Figure 1. Floorplan with the power grid (run 1).
Bar = 20 um. Pins as bars on the die edge.
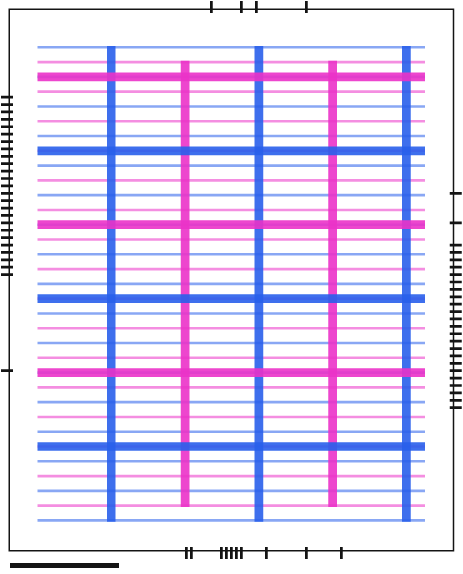
Figure 2. Placement by cell class (run 1).
Bar = 20 um.
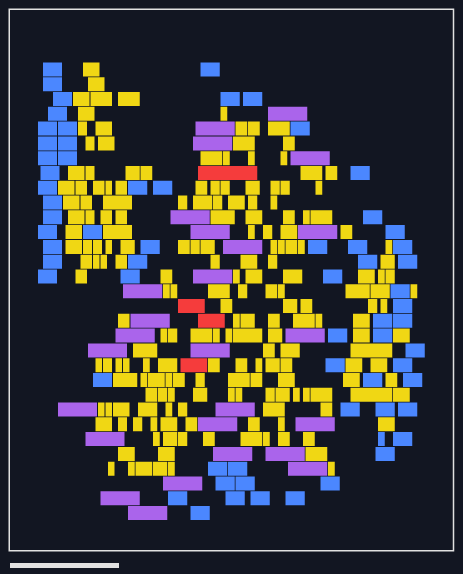
Figure 3. Routed clock nets over the placement (run 1).
Bar = 20 um.
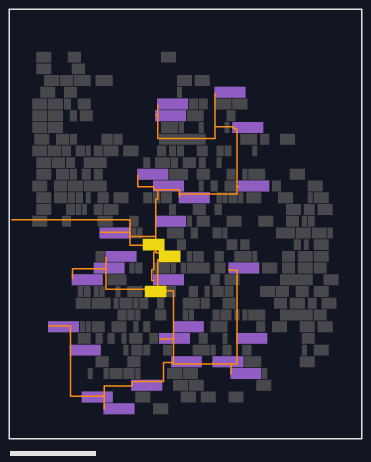
==> config.mk <==
export PLATFORM = sky130hd
export DESIGN_NAME = hazard_ctrl
export DESIGN_NICKNAME = d
export VERILOG_FILES = /design/src/rtl/pipe_ctrl_pkg.sv /design/src/rtl/hazard_ctrl_fwd_sel.sv /design/src/rtl/hazard_ctrl.sv
export SDC_FILE = /design/constraint.sdc
export NUM_CORES = 1
export LEC_CHECK = 0
export CAP_MARGIN = 20
export CORE_ASPECT_RATIO = 1.25
export CORE_MARGIN = 5
export CORE_UTILIZATION = 30
export CTS_CLUSTER_DIAMETER = 200
export DETAILED_ROUTE_END_ITERATION = 7
export MAX_ROUTING_LAYER = met4
export PLACE_DENSITY = 0.66
export RECOVER_POWER = 100
export SYNTH_ARGS = -nofsm -noshare
export SYNTH_HDL_FRONTEND = slang
export SYNTH_HIERARCHICAL = 1
export SYNTH_SLANG_ARGS = --single-unit
==> constraint.sdc <==
create_clock -name CLK -period 6.2 [get_ports CLK]
set_clock_uncertainty 0.15 [all_clocks]
set_input_delay 0.93 -clock CLK [delete_from_list [all_inputs] [get_ports CLK]]
set_output_delay 0.93 -clock CLK [all_outputs]
set_load 0.02 [all_outputs]
==> impl_metrics.ini, run 1 <==
; generated from flow reports
[setup_path]
r2r_cells = 5
worst-path-stages = 5
arrival_ns = 3.73
worstPathRequired_ns = 5.12
crit_type = input pin to primary output

[grt]
grt_pass1_wl_um = 8450
grt_use_total_pct = 12.9

[logic_synthesis]
top_area_cell = dfxtp_1
async_flop_share_pct = 0
synthCells = 232
ys_area_um2 = 1920

[pwr]
p_per_area_nw_per_um2 = 147
power_frac_seq_pct = 43.3
combPwrFrac_pct = 21.1
p_seq_mw = 0.171

[layout]
seq_cells = 26
comb_area_share_pct = 49.4
largest_register_ffs = 16
num_antenna_cells = 0

[final_timing]
period_needed_ns = 4.81

[clock_tree]
clock_path_buffers = 2
cts_resized = 0
cts_made_buffers = 3

[placement]
port_buffers = 64

[routing]
avgRoutedWirePerCell_um = 13.1

[floorplanning]
ios = 65

[outcome]
run_status = complete, no violations

[hold_path]
hold_path_class = flop to flop
## Picture notes: Figure 1
legend:
  blue:
    net: VSS
  magenta:
    net: VDD
met5 straps: 6
signal pins: 65
rows: 32
met1 rails: 33
met4 straps: 5
Peak VDD IR: 0.0000709 V
Die Ht: 99.3 um
Core Area: 6210 um^2
DIE WIDTH: 81.5 um

## Picture notes: Figure 2
legend:
  yellow:
    class: all other logic
    cells: 196
    share_of_their_area: 52%
  red:
    class: clock drivers and dummy loads
    cells: 4
    share_of_their_area: 2.8%
  purple:
    class: flops
    cells: 26
    share_of_their_area: 20%
  blue:
    class: other buffers and delay cells
    cells: 65
    share_of_their_area: 25%
Layout Utilization: 43.3%
row count: 32

## Picture notes: Figure 3
legend:
  yellow:
    item: cells driving clock nets
    count: 3
  purple:
    item: flip-flops
    count: 26
  orange:
    item: clock wires
    length: 325 um
routed clock nets: 4
clock share of power: 35.6%
Power Clock: 0.141 mW
Insertion Delay late pin: 0.27 ns

## run 1: stage by stage
step           cells  worst slack [ns]  hold WS, ns
2_1_floorplan    232              2.53        0.282
3_3_place_gp     372              2.08        0.302
3_5_place_dp     372              2.03        0.311
4_1_cts          376              2.02        0.332
5_1_grt          376              1.00        0.387
6_report         376              1.39        0.335
## run 1: cell usage in the layout (no fill, tap or decap), drive strengths merged
cell type,count
nor4bb,1
inv,4
o21ai,7
a21boi,1
xor2,11
nor3,8
clkdlybuf4s50,39
a211o,1
dlygate4sd3,25
a211oi,5
o21a,1
and3,2
clkbuf,4
nand2,19
xnor2,14
and4b,1
dfxtp,26
and2,24
nand3b,1
ha,3
a21o,1
a21oi,9
a221oi,3
mux2,13
nor4b,2
nand4,6
nand3,7
or2,4
o211ai,2
a21bo,1
bufinv,1
nor2,28
nand2b,2
nor4,3
and4,6
nor3b,1
a2111oi,3
or3,2
## run 1: per-layer routing
layer / wire [um] / share of wire [%] / vias to the layer above / global-route usage (%)
li1: - / - / 937 / -
met1: 1990 / 40 / 814 / 14.4
met2: 2460 / 50 / 61 / 23.1
met3: 474 / 9.6 / 0 / 3.62
met4: 0 / 0 / 0 / 1.82
met5: 0 / 0 / - / -
## run 1: cell families (layout without fill, tap and decap cells)
family | count (synthesis) | in the layout | share of synthesized area, %
flip-flops | 26 | 26 | 27.2
XOR/XNOR | 25 | 25 | 11.4
multiplexers | 13 | 13 | 7.64
buffers and inverters | 14 | 73 | 3.53
AND/OR/NAND/NOR | 117 | 117 | 34.9
adder cells (fa/ha/maj) | 3 | 3 | 1.96
AND-OR/OR-AND | 34 | 34 | 13.4
==> run 2, diff against run 1 <==
--- a/config.mk
+++ b/config.mk
@@ -12,7 +12,7 @@
 export CTS_CLUSTER_DIAMETER = 200
 export DETAILED_ROUTE_END_ITERATION = 7
 export MAX_ROUTING_LAYER = met4
-export PLACE_DENSITY = 0.66
+export PLACE_DENSITY = 0.68
 export RECOVER_POWER = 100
 export SYNTH_ARGS = -nofsm -noshare
 export SYNTH_HDL_FRONTEND = slang
==> constraint.sdc (replaced) <==
create_clock -name CLK -period 4.1 [get_ports CLK]
set_clock_uncertainty 0.15 [all_clocks]
set_input_delay 0.615 -clock CLK [delete_from_list [all_inputs] [get_ports CLK]]
set_output_delay 0.615 -clock CLK [all_outputs]
set_load 0.02 [all_outputs]
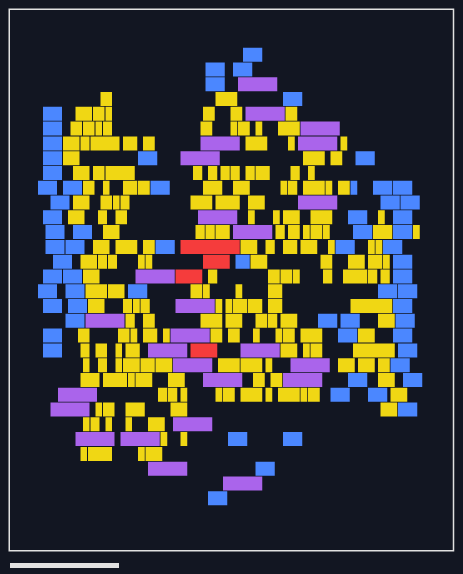
Figure 4: run 2, placement by cell class.
Bar = 20 um.
legend:
  purple:
    class: flops
    cells: 26
    share_of_their_area: 20%
  blue:
    class: other buffers and delay cells
    cells: 66
    share_of_their_area: 25%
  yellow:
    class: all other logic
    cells: 196
    share_of_their_area: 52%
  red:
    class: clock drivers and dummy loads
    cells: 4
    share_of_their_area: 2.8%
flop share of the area: 19.4%
design area: 2680 um^2

==> impl_metrics.ini, run 2 <==
; generated from flow reports
[logic_synthesis]
synthCells = 232
async_flop_share_pct = 0
top_area_cell = dfxtp_1
ys_area_um2 = 1920

[setup_path]
arrival_ns = 2.90
critPathTopFamily = buffers and inverters
worst-path-stages = 7
r2r_cells = 5
crit_type = input pin to primary output

[clock_tree]
cts_tree = done
cts_resized = 0
cts_made_buffers = 3
clock_path_buffers = 2
clkLatencyLatePin_ns = 0.27

[grt]
grt_pass1_wl_um = 8030
grt_use_total_pct = 12.6

[layout]
num_antenna_cells = 0
largest_register_ffs = 16

[final_timing]
period_needed_ns = 3.67
hold_slack_ns = 0.323
layout_setup_ws_ns = 0.430

[floorplanning]
rows = 32
dieWidth_um = 81.5
die_area_um2 = 8090
ios = 65
core-area_um2 = 6210

[pwr]
p_per_area_nw_per_um2 = 222
power_frac_seq_pct = 43.5
combPwrFrac_pct = 21.2
ir_drop_v = 0.000126

[hold_path]
hold_path_class = flop to flop

[placement]
port_buffers = 64

[outcome]
run_status = complete, no violations
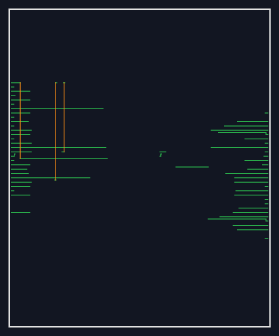
Figure 5: run 2, wiring by layer.
Only two layers are drawn.
legend:
  green:
    layer: met3
    wire_length: 456 um
  orange:
    layer: met4
    wire_length: 76.2 um
drt total wl: 4920 um
DR WL/cell: 13.0 um
via count: 1,846

-- run 2: cell counts after synthesis --
No cell type changed its count.
-- run 2: logic make-up after synthesis --
group                    count (synthesis)  synth area share (%)
buffers and inverters                   14                  3.53
adder cells (fa/ha/maj)                  3                  1.96
flip-flops                              26                  27.2
AND-OR/OR-AND                           34                  13.4
multiplexers                            13                  7.64
XOR/XNOR                                25                  11.4
AND/OR/NAND/NOR                        117                  34.9
-- run 2: power by group through the flow --
stage	clock network, mW	logic [mW]	registers [mW]
after floorplan	0	0.0670	0.264
after global placement	0	0.129	0.265
after detailed placement	0	0.131	0.265
after CTS	0.217	0.132	0.259
after global routing	0.228	0.139	0.259
final	0.210	0.126	0.259
-- run 2: area by class of cell --
type	count	area [um^2]	area share, %
Tap cell	85	106	3.97
Clock inverter	1	30.0	1.12
Timing Repair Buffer	66	652	24.3
Clock buffer	3	41.3	1.54
Multi-Input combinational cell	192	1320	49.1
Sequential cell	26	520	19.4
Inverter	4	15.0	0.560
-- run 2: metrics by stage --
step	util, %	instances	instance area [um^2]
floorplan	-	232	1920
global placement	42.3	373	2630
detailed placement	42.3	373	2630
CTS	43.4	377	2700
global route	43.2	377	2680
finish	43.2	377	2680
-- run 2: routing by layer --
| layer | vias up | GRT usage, % | routed length, um |
|---|---|---|---|
| met5 | - | - | 0 |
| met4 | 0 | 3.51 | 76 |
| met3 | 6 | 2.99 | 455 |
| met2 | 66 | 22.2 | 2350 |
| met1 | 836 | 13.8 | 2030 |
| li1 | 938 | - | - |
-- run 2: worst reg2reg max path: cells and delay by family, from the launching register on --
kind	cells	cell delay (ns)
AND-OR/OR-AND	2	0.69
flip-flops	1	0.34
multiplexers	1	0.36
AND/OR/NAND/NOR	2	0.66
Power and IR drop assume default switching activity.
